Figure 1. Routed clock nets over the placement.
Scale: 4 px per µm.
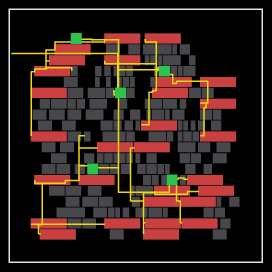
Figure 2. Layout detail.
Region (37, 6) to (57, 26) µm. Cells in gray, sequential cells in the stronger gray; small squares are vias.
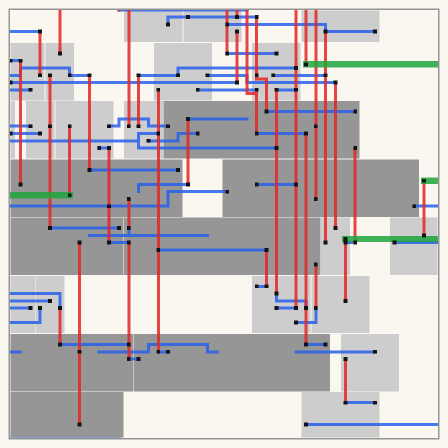
Figure 3. Metal layers overlaid.
Scale: 6 px per µm.
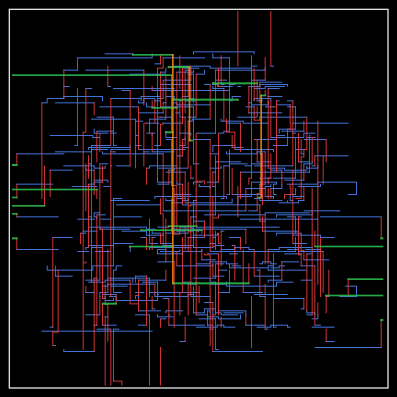
Figure 4. Where the registers sit.
Scale: 8 px per µm. Other sequential cells in the stronger gray, the rest of the logic in the fainter gray.
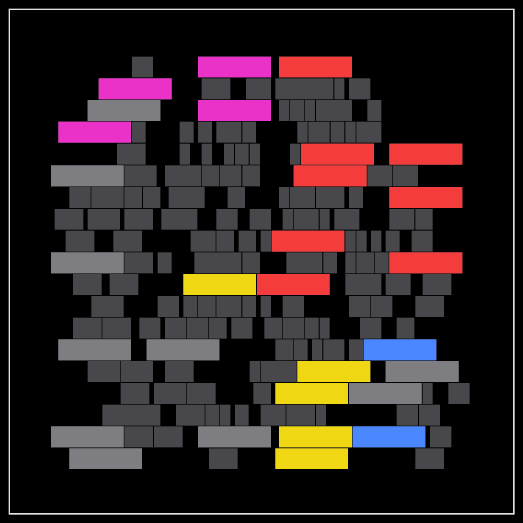
[src/rtl/pal_cfg_loader.sv]
// Purpose: serialises a host configuration bitstream onto the PAL CFG pin with a matching
//   shift-enable, producing exactly SR_LEN shifts per load, and flags when the PAL is programmed.
// Latency: handshake at edge e -> bit 0 on CFG_BIT with CFG_SHIFT=1 in cycle e+1; DONE one cycle
//   after the final shift.
// Backpressure: WR_READY only while the buffer is empty or on its last bit; host stalls
//   leave gaps where the chain holds.
// Ports: CLK/RST_N clock and async active-low reset; START/ABORT control; WR_VALID/WR_DATA/WR_READY
//   host word handshake (LSB shifted first); CFG_BIT/CFG_SHIFT to the PAL; BUSY/DONE/CFG_VALID status.
module pal_cfg_loader #(
  parameter int N = 8,
  parameter int M = 8,
  parameter int P = 8,
  parameter int W = 8
) (
  input  logic         CLK,
  input  logic         RST_N,
  input  logic         START,
  input  logic         ABORT,
  input  logic         WR_VALID,
  input  logic [W-1:0] WR_DATA,
  output logic         WR_READY,
  output logic         CFG_BIT,
  output logic         CFG_SHIFT,
  output logic         BUSY,
  output logic         DONE,
  output logic         CFG_VALID
);

  localparam int SR_LEN = 2*N*P + P*M;
  localparam int WORDS  = (SR_LEN + W - 1) / W;
  localparam int REM    = SR_LEN - (WORDS - 1) * W;
  localparam int BCW    = $clog2(SR_LEN + 1);
  localparam int WCW    = $clog2(WORDS + 1);
  localparam int KW     = $clog2(W + 1);

  localparam logic [BCW-1:0] LAST_BIT  = BCW'(SR_LEN - 1);
  localparam logic [WCW-1:0] WORDS_C   = WCW'(WORDS);
  localparam logic [WCW-1:0] LAST_WORD = WCW'(WORDS - 1);
  localparam logic [KW-1:0]  K_FULL    = KW'(W);
  localparam logic [KW-1:0]  K_REM     = KW'(REM);

  localparam logic [1:0] S_IDLE = 2'd0;
  localparam logic [1:0] S_LOAD = 2'd1;
  localparam logic [1:0] S_DONE = 2'd2;

  logic [1:0]     state_q;
  logic [W-1:0]   buf_q;
  logic [KW-1:0]  k_q;        // bits still to be shifted out of buf_q
  logic [BCW-1:0] bit_cnt_q;
  logic [WCW-1:0] wrd_cnt_q;
  logic           done_q;
  logic           cfg_valid_q;

  logic in_load;
  logic buf_vld;
  logic hs;
  logic last_shift;

  assign in_load = (state_q == S_LOAD);
  assign buf_vld = (k_q != '0);

  // ABORT masks the chain enable and the host handshake in the very cycle it is seen,
  // so the PAL never takes a bit from a load that is being cancelled.
  assign CFG_SHIFT = in_load & buf_vld & ~ABORT;
  // Ready on the last bit of a word lets the next word land with no bubble.
  assign WR_READY  = in_load & (k_q <= KW'(1)) & (wrd_cnt_q < WORDS_C) & ~ABORT;
  assign CFG_BIT   = buf_vld & buf_q[0];
  assign BUSY      = in_load;
  assign DONE      = done_q;
  assign CFG_VALID = cfg_valid_q;

  assign hs         = WR_VALID & WR_READY;
  assign last_shift = CFG_SHIFT & (bit_cnt_q == LAST_BIT);

  always_ff @(posedge CLK or negedge RST_N) begin
    if (!RST_N) begin
      state_q     <= S_IDLE;
      buf_q       <= '0;
      k_q         <= '0;
      bit_cnt_q   <= '0;
      wrd_cnt_q   <= '0;
      done_q      <= 1'b0;
      cfg_valid_q <= 1'b0;
    end else begin
      done_q <= 1'b0;
      case (state_q)
        S_IDLE, S_DONE: begin
          if (START) begin
            state_q     <= S_LOAD;
            buf_q       <= '0;
            k_q         <= '0;
            bit_cnt_q   <= '0;
            wrd_cnt_q   <= '0;
            cfg_valid_q <= 1'b0;
          end
        end
        S_LOAD: begin
          if (ABORT) begin
            state_q <= S_IDLE;
            buf_q   <= '0;
            k_q     <= '0;
          end else begin
            if (CFG_SHIFT) begin
              buf_q     <= buf_q >> 1;
              k_q       <= k_q - KW'(1);
              bit_cnt_q <= bit_cnt_q + BCW'(1);
            end
            // A new word overrides the shift of the final bit of the previous one;
            // bits above REM in the last word are never counted, so never shifted.
            if (hs) begin
              buf_q     <= WR_DATA;
              k_q       <= (wrd_cnt_q == LAST_WORD) ? K_REM : K_FULL;
              wrd_cnt_q <= wrd_cnt_q + WCW'(1);
            end
            if (last_shift) begin
              state_q     <= S_DONE;
              done_q      <= 1'b1;
              cfg_valid_q <= 1'b1;
            end
          end
        end
        default: state_q <= S_IDLE;
      endcase
    end
  end

endmodule
[config.mk]
export PLATFORM = sky130hd
export DESIGN_NAME = pal_cfg_loader
export DESIGN_NICKNAME = d
export VERILOG_FILES = /design/src/rtl/pal_cfg_loader.sv
export SDC_FILE = /design/constraint.sdc
export NUM_CORES = 1
export LEC_CHECK = 0
export CAP_MARGIN = 20
export CORE_MARGIN = 5
export CORE_UTILIZATION = 54
export CTS_CLUSTER_DIAMETER = 60
export CTS_CLUSTER_SIZE = 30
export DETAILED_ROUTE_END_ITERATION = 16
export PLACE_DENSITY = 0.78
export SLEW_MARGIN = 20
export SYNTH_ARGS = -nofsm -noshare
export SYNTH_HDL_FRONTEND = slang
export SYNTH_SLANG_ARGS = --single-unit
[constraint.sdc]
create_clock -name CLK -period 2.6 [get_ports CLK]
set_input_delay 0.39 -clock CLK [delete_from_list [all_inputs] [get_ports CLK]]
set_output_delay 0.39 -clock CLK [all_outputs]
set_load 0.1 [all_outputs]
==> Slide: Implementation Results <==
Key Metrics from the Run

Run status
  • Outcome: finished, final reports clean

Synth
  • Post-synthesis compound-gate area fraction: 16.1%
  • Simple-gate share of the synthesized area: 20.1%
  • Yosys cell types: 45
  • Synthesis warning total: 0
  • Yosys top cell area share: 48.1%
  • Yosys cell count: 141
  • Mux frac, synth: 7.21%
  • Post-synth seq share: 48.1%
  • Asr flop ratio synth: 100%
  • Mapped Cells: 141

STA
  • Worst relative slew slack: 64.2%
  • Final setup fails: 0
  • Post-route setup TNS: 0 ns
  • RSZ-0062 raised after global routing: no
  • Period minus WS final: 2.39 ns
  • Max-slew violation count: 0
  • Actual slew at the worst max-slew pin: 0.536 ns

Route
  • Post-route ant nets: 0
  • Initial DRT Pass Iterations: 4
  • Wirelength per Cell: 15.4 µm

Clock tree
  • Post-CTS Hold Buffers: 0
  • Clock Path Buffers: 2
  • CTS tree: built
  • Post_cts resized: 0
  • H-Tree Depth: 2
  • Post-CTS setup buffer count: 0
  • Num CTS Buffers: 5
  • Clk latency late pin: 0.33 ns
  • Clk pin slew, worst setup/hold paths: 0.10 ns

Die
  • Die W: 62.9 µm
  • Die footprint: 3950 µm²
  • Die Y: 62.9 µm

Pwr
  • Pwr Density: 798 nW/µm²
  • Sw Share: 40.6%
  • Total power: 0.00143 W

Global routing
  • Grt total ovfl: 0
  • Largest net degree at the start of global routing: 30
  • Vias in the first global route: 1263
  • Initial antenna violation count: 0
  • First-pass GRT wire length: 5.40 mm

Worst setup path
  • CP Launch Point: k_q[0]
  • CP Launch Type: flip-flop
  • Crit path DRT: 2.21 ns
  • Critical path type: flip-flop to primary output
  • Worst Setup EP: CFG_SHIFT

Job
  • Max-capacitance violation count: 0

Finish
  • Nets: 183
  • Most frequent logic cell in the layout: dfrtp_1
  • Ratio of cells with drive above 1 in the final layout: 16.9%

Placed design
  • Placer Congestion: 0.830
  • HPWL after DPL: 2.20 mm
-- Figure 1 (at the start) --
[flip-flops] red | count: 29
[clock wires] yellow | length: 373 µm
[clock drivers] green | count: 5
routed clock nets: 6
Clk. pwr: 0.000260 W
skew final: 0.0105 ns
clock power share: 18.2%

-- Figure 2 (at the start) --
| layer | color |
|---|---|
| metal 3 | green |
| metal 2 | red |
| metal 1 | blue |
sequential cells in the window: 8
netlist names of flops here include: wrd_cnt_q (4), state_q (2)
most frequent: dfrtp_1 (8), nand2_1 (3), buf_4 (3)
cells with their middle in the window: 25

-- Figure 3 (at the start) --
| layer | color | wire length |
|---|---|---|
| metal 3 | green | 147 µm |
| metal 4 | orange | 67.3 µm |
| metal 1 | blue | 1350 µm |
| metal 2 | red | 1470 µm |

-- Figure 4 (at the start) --
| signal | color | flops |
|---|---|---|
| wrd_cnt_q | yellow | 5 |
| bit_cnt_q | red | 8 |
| state_q | blue | 2 |
| k_q | magenta | 4 |
not colored: 10

[power groups by stage]
stage          logic, W  clock network [W]  registers [W]
6_report       0.000568           0.000260       0.000606
5_1_grt        0.000626           0.000296       0.000618
4_1_cts        0.000570           0.000267       0.000603
3_5_place_dp   0.000567                  0       0.000612
3_3_place_gp   0.000557                  0       0.000604
2_1_floorplan  0.000416                  0       0.000592
[area by class of cell]
cell class / count / area [µm²]
fill: 219 / 912
multi-input combinational: 100 / 736
sequential: 29 / 726
timing repair buffer: 22 / 220
clock buffer: 6 / 41.3
tap: 31 / 38.8
inverter: 7 / 26.3
clock inverter: 2 / 10.0
[registers in the layout (all words and copies together), names as in the netlist]
| signal | cells |
|---|---|
| wrd_cnt_q | 5 |
| state_q | 2 |
| k_q | 4 |
| CFG_VALID | 1 |
| bit_cnt_q | 8 |
| DONE | 1 |
| buf_q | 8 |
[Yosys cell counts, types with 2 or more instances]
master    number
a21oi_1        2
nor3b_1        2
nand4_1        5
and2b_1        2
a32o_1         7
xnor2_1        2
nand3_1        7
a21o_1         2
clkbuf_1       2
buf_2          3
o21ai_1        6
o21ai_0        2
o41ai_1        2
nand2_1       12
dfrtp_1       29
o311ai_1       2
nand2b_1       3
or3b_1         2
mux2_2         6
and4_1         2
ha_1           5
nor2_1         5
nand3b_1       2
mux2i_1        3
inv_1          6
[critical path, stage by stage, from the launching register on]
cell and delay (ns):
dfrtp_1 0.42, inv_1 0.13, ha_1 0.17, or3b_1 0.42, nand2_1 0.24, inv_2 0.11
buf_12 0.18
[routing by layer]
metal / vias to the layer above / track usage (%) / part of all wire, %
met5: - / 0 / 0
met4: 0 / 8.75 / 2.2
met3: 9 / 5.76 / 4.8
met2: 32 / 26.9 / 48
met1: 569 / 19.8 / 44
li1: 576 / - / -
Power and IR drop assume default switching activity.
